<file path="src/rtl/down_counter_ctrl.sv">
// down_counter_ctrl
// Sequencer for a WIDTH-bit down-counter. A start request in IDLE loads a
// value and the count then steps down by one every PRESCALE clocks until it
// reaches zero. The sequencer supports pause (HOLD), abort and auto-reload.
// Terminal count is flagged by a one-cycle done pulse. A per-bit toggle
// enable lets an external JK bank (J=K=toggle_en[i]) follow the count.
//
// Ports
//   clk         : system clock, rising edge
//   rst_n       : synchronous active-low reset
//   start       : load-and-run request, honoured only in IDLE
//   load_val    : start value, captured on the accepting edge
//   auto_reload : captured with start; restart from the captured value after zero
//   pause       : level, freezes count and prescaler while high
//   abort       : return to IDLE from any state, no done pulse
//   busy        : high in RUN and HOLD (registered)
//   done        : one-cycle pulse in the first cycle count reads 0 (registered)
//   count       : current counter value (registered)
//   toggle_en   : count ^ next count in cycles where the count is updated
module down_counter_ctrl #(
    parameter int WIDTH    = 4,
    parameter int PRESCALE = 1
) (
    input  logic             clk,
    input  logic             rst_n,
    input  logic             start,
    input  logic [WIDTH-1:0] load_val,
    input  logic             auto_reload,
    input  logic             pause,
    input  logic             abort,
    output logic             busy,
    output logic             done,
    output logic [WIDTH-1:0] count,
    output logic [WIDTH-1:0] toggle_en
);

    localparam int            PW       = (PRESCALE > 1) ? $clog2(PRESCALE) : 1;
    localparam logic [PW-1:0] PRE_LAST = PW'(PRESCALE - 1);

    typedef enum logic [1:0] {
        S_IDLE = 2'd0,
        S_RUN  = 2'd1,
        S_HOLD = 2'd2
    } state_t;

    state_t           state_q, state_d;
    logic [WIDTH-1:0] count_q, count_d;
    logic [WIDTH-1:0] latch_q, latch_d;
    logic             reload_q, reload_d;
    logic [PW-1:0]    pre_q, pre_d;
    logic             busy_q, busy_d;
    logic             done_q, done_d;
    logic             upd_en;

    always_comb begin
        state_d  = state_q;
        count_d  = count_q;
        latch_d  = latch_q;
        reload_d = reload_q;
        pre_d    = pre_q;
        done_d   = 1'b0;
        upd_en   = 1'b0;

        if (abort) begin
            // Abort wins over everything, including a coincident terminal tick.
            state_d = S_IDLE;
            count_d = '0;
            pre_d   = '0;
        end else begin
            case (state_q)
                S_IDLE: begin
                    if (start) begin
                        latch_d  = load_val;
                        reload_d = auto_reload;
                        count_d  = load_val;
                        pre_d    = '0;
                        upd_en   = 1'b1;
                        // A zero load completes immediately without running.
                        if (load_val != '0) begin
                            state_d = S_RUN;
                        end else begin
                            done_d = 1'b1;
                        end
                    end
                end

                S_RUN, S_HOLD: begin
                    if (pause) begin
                        // Pause beats a coincident tick: nothing advances.
                        state_d = S_HOLD;
                    end else begin
                        // Leaving HOLD counts as a normal RUN cycle so a pause
                        // of P cycles stretches the run by exactly P cycles.
                        state_d = S_RUN;
                        if (pre_q == PRE_LAST) begin
                            pre_d  = '0;
                            upd_en = 1'b1;
                            if (count_q != '0) begin
                                count_d = count_q - WIDTH'(1);
                                if (count_q == WIDTH'(1)) begin
                                    done_d = 1'b1;
                                    if (!reload_q) begin
                                        state_d = S_IDLE;
                                    end
                                end
                            end else begin
                                // Only reload runs ever sit at zero in RUN.
                                count_d = latch_q;
                            end
                        end else begin
                            pre_d = pre_q + PW'(1);
                        end
                    end
                end

                default: begin
                    state_d = S_IDLE;
                    count_d = '0;
                    pre_d   = '0;
                end
            endcase
        end

        busy_d = (state_d != S_IDLE);
    end

    always_ff @(posedge clk) begin
        if (!rst_n) begin
            state_q  <= S_IDLE;
            count_q  <= '0;
            latch_q  <= '0;
            reload_q <= 1'b0;
            pre_q    <= '0;
            busy_q   <= 1'b0;
            done_q   <= 1'b0;
        end else begin
            state_q  <= state_d;
            count_q  <= count_d;
            latch_q  <= latch_d;
            reload_q <= reload_d;
            pre_q    <= pre_d;
            busy_q   <= busy_d;
            done_q   <= done_d;
        end
    end

    // Held at zero during reset so the JK bank is not disturbed while the
    // internal count is being cleared.
    assign toggle_en = (rst_n && upd_en) ? (count_q ^ count_d) : '0;
    assign busy      = busy_q;
    assign done      = done_q;
    assign count     = count_q;

endmodule

</file>
<file path="config.mk">
export PLATFORM = sky130hd
export DESIGN_NAME = down_counter_ctrl
export DESIGN_NICKNAME = d
export VERILOG_FILES = /design/src/rtl/down_counter_ctrl.sv
export SDC_FILE = /design/constraint.sdc
export NUM_CORES = 1
export LEC_CHECK = 0
export CAP_MARGIN = 15
export CORE_MARGIN = 2
export CORE_UTILIZATION = 45
export CTS_CLUSTER_SIZE = 25
export DETAILED_ROUTE_END_ITERATION = 8
export GPL_TIMING_DRIVEN = 0
export PLACE_DENSITY_LB_ADDON = 0.15
export SETUP_SLACK_MARGIN = 0.2
export SLEW_MARGIN = 30
export SYNTH_ARGS = -nofsm -noshare
export SYNTH_HDL_FRONTEND = slang
export SYNTH_SLANG_ARGS = --single-unit
</file>
<file path="constraint.sdc">
create_clock -name clk -period 2.8 [get_ports clk]
set_input_delay 0.84 -clock clk [delete_from_list [all_inputs] [get_ports clk]]
set_output_delay 0.84 -clock clk [all_outputs]
set_load 0.03 [all_outputs]
</file>
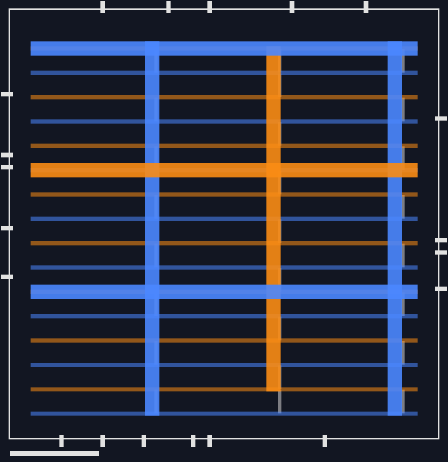
pdn.png
The bar under the picture is 10 µm long. Pins as bars on the die edge. Tap cells in grey.
legend:
  orange:
    net: VDD
  blue:
    net: VSS
signal pins: 20
met1 rails: 16
rows: 15

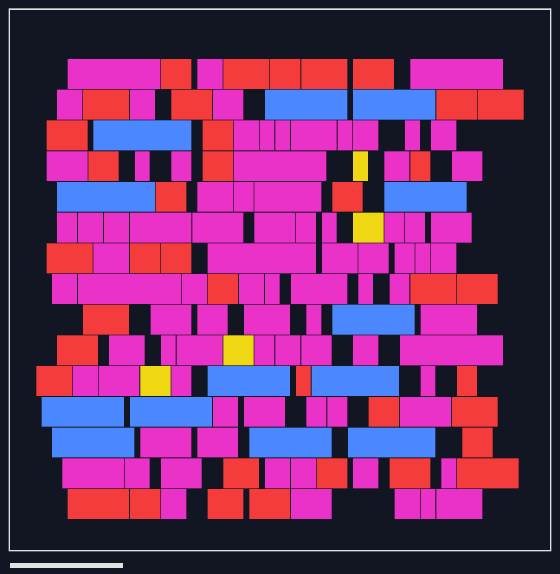
cell_classes.png
The bar under the picture is 10 µm long.
legend:
  red:
    class: other buffers and delay cells
    cells: 38
  yellow:
    class: clock drivers and dummy loads
    cells: 4
  blue:
    class: flip-flops
    cells: 13
  magenta:
    class: all other logic
    cells: 85

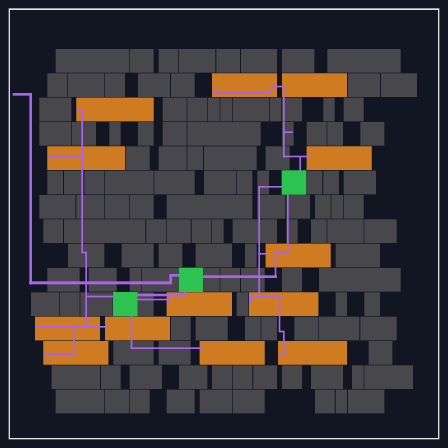
clock_map.png
legend:
  orange:
    item: flip-flops
    count: 13
  purple:
    item: clock wires
    length: 189 µm
  green:
    item: cells driving clock nets
    count: 3
routed clock nets: 4

==> flow_summary_export.csv <==
group,metric,value,unit
timing,rsz0062_at_grt,"yes",
timing,fin_crit_sh,106,%
route,wl,2550,µm
setup_path,cp-startpoint,"abort",
yosys,flop_cell,"dfxtp_1",
yosys,top_cell_area_share,30.1,%
worst_hold_path,holdCritPathClass,"flip-flop to flip-flop",
job,tool_warnings,31,
clocking,cts_buffers,3,
power_and_ir_drop,power_switching,147,µW
setup_path,worstPathCellList,"buf_8 -> or4b_4 -> nor3_2 -> nand3b_1 -> mux2i_4 -> buf_6",
floorplanning,die_w,47.8,µm
yosys,ys_types,40,
route,drtPass1Iterations,5,
setup_path,cp-start-kind,"input port",
yosys,syn-num-nets,116,
floorplanning,core-area,1760,µm²
setup_path,r2r_slack,1.03,ns
power_and_ir_drop,power_clock,118,µW
power_and_ir_drop,power_top_consumer,"sequential cells",
job,max-cap-violations,0,
yosys,ys_sh_simple,32.0,%
clocking,cts_tree,"done",
final_layout,seqAreaFraction,19.4,%
setup_path,crit_type,"input port to primary output",
route,routed_via_density,5.64,
setup_path,r2r_start,"count[0]",
final_layout,final_nets,155,
route,drc,0,
yosys,yosys_warnings,0,
yosys,yosysTopAreaCell,"dfxtp_1",
final_layout,comb_area,696,µm²
yosys,top_logic_kind,"simple AND/OR/NAND/NOR gates",
timing,final.min_clock_period,2.96,ns
placement,post-dp-hpwl,1620,µm
setup_path,rr_worst_depth,7,
final_layout,largest_class,"combinational gates",
final_layout,num-fill-cells,129,
setup_path,crit_end,"toggle_en[2]",
timing,final_max_slew_viol_count,0,
clocking,ctsHoldBuffers,0,
timing,worst_slew_pin_slew,0.435,ns
global_routing,grt_max_degree,11,
clocking,clkTransAtPathRegs,0.08,ns
setup_path,slowest_stage,"or4b_4",
yosys,yosys-stat-area,865,µm²
timing,finalSetupViolations,4,
status,violations,"negative setup slack",
final_layout,n_antenna_cell,0,
final_layout,flop-count,13,
route,ant_nets,0,
setup_path,cp.arrival,2.12,ns
final_layout,area_delta_synth_final,61.1,%
placement,port_buffers,19,
global_routing,track_usage,25.8,%
route,vias,930,
final_layout,n_all_buffers,38,
final_layout,layout-drive-gt1-share,42.9,%
status,status,"finished with violations",
yosys,mux_area_share,10.6,%
floorplanning,die_y,47.8,µm
power_and_ir_drop,p_int,328,µW
placement,place_ws,-1.19,ns
floorplanning,nWellTaps,25,
global_routing,overflow,0,
timing,max_clock_freq,338,MHz
global_routing,grt_pass1_wl,3970,µm
setup_path,cp.required,1.96,ns
timing,skew,0.00422,ns
final_layout,comb_share,50.0,%
clocking,cts_root_buf,"clkbuf_4",
timing,timing.final.ws_setup,-0.158,ns
yosys,async_flop_share,0,%
route,routedWlPerCell,15.5,µm
clocking,clkSinkCount,13,
yosys,syn-instance-count,102,
yosys,synth-adder-area-share,5.79,%
yosys,synth.area.top_cells,"dfxtp_1 30%, mux2i_1 9.3%, ha_1 5.8%, nor2b_1 5.1%, nand2_1 3.5%",
clocking,htreeDepth,1,
yosys,netlist_area,865,µm²
power_and_ir_drop,sw_frac_of_total,30.9,%
setup_path,slowest_delay,0.50,ns
final_layout,nMultiInputCombCells,80,
setup_path,rr_endpoint,"busy",
power_and_ir_drop,comb_cell_power,159,µW
through the flow:
step / instance area (µm²) / hold WS (ns) / utilization [%] / TNS, ns / cells
3_3_place_gp: 1160 / 0.512 / 65.9 / -4.55 / 146
5_1_grt: 1390 / 0.573 / 78.9 / -0.821 / 165
6_report: 1390 / 0.540 / 78.9 / -0.514 / 165
3_5_place_dp: 1160 / 0.512 / 65.9 / -4.66 / 146
4_1_cts: 1370 / 0.536 / 77.6 / -0.460 / 163
2_1_floorplan: 941 / 0.486 / - / -0.0327 / 102
layer usage:
| metal | part of all wire [%] | global-route usage, % | vias to the layer above |
|---|---|---|---|
| li1 | - | - | 454 |
| met1 | 42 | 29.8 | 444 |
| met2 | 52 | 45.6 | 28 |
| met4 | 1.5 | 9.73 | 0 |
| met5 | 0 | 0 | - |
| met3 | 4.5 | 6.04 | 4 |
repair_timing:
item,in CTS,in global routing
pin swaps,12,3
endpoints found under the setup margin,4,4
buffers inserted,13,2
resized,69,5
layout by cell type (no fill, tap or decap), types with 2 or more instances in the layout:
cell type	n
dlygate4sd2_1	3
o21ai_0	4
inv_4	2
nor4b_1	2
buf_2	2
ha_4	2
nand2_2	3
mux2i_1	5
clkbuf_1	2
buf_4	14
nor2b_1	7
mux2i_4	3
nand4_1	2
clkdlybuf4s50_1	8
nand2b_1	2
inv_2	2
a21oi_1	4
nand2_1	5
dfxtp_4	2
dfxtp_2	2
a31oi_1	2
ha_1	2
nor2_1	6
or3b_4	2
nand3_1	2
clkbuf_4	3
dfxtp_1	9
buf_6	7
nor3_1	2
buf_8	2
critical path: cells and delay by family:
kind	cells	cell delay, ns
simple gates	3	0.78
mux	1	0.25
buf+inv	2	0.25
flip-flops by register name, indices dropped and copies added, names as in the netlist:
register,cells
busy,1
count,4
reload_q,1
latch_q,4
state_q,2
done,1
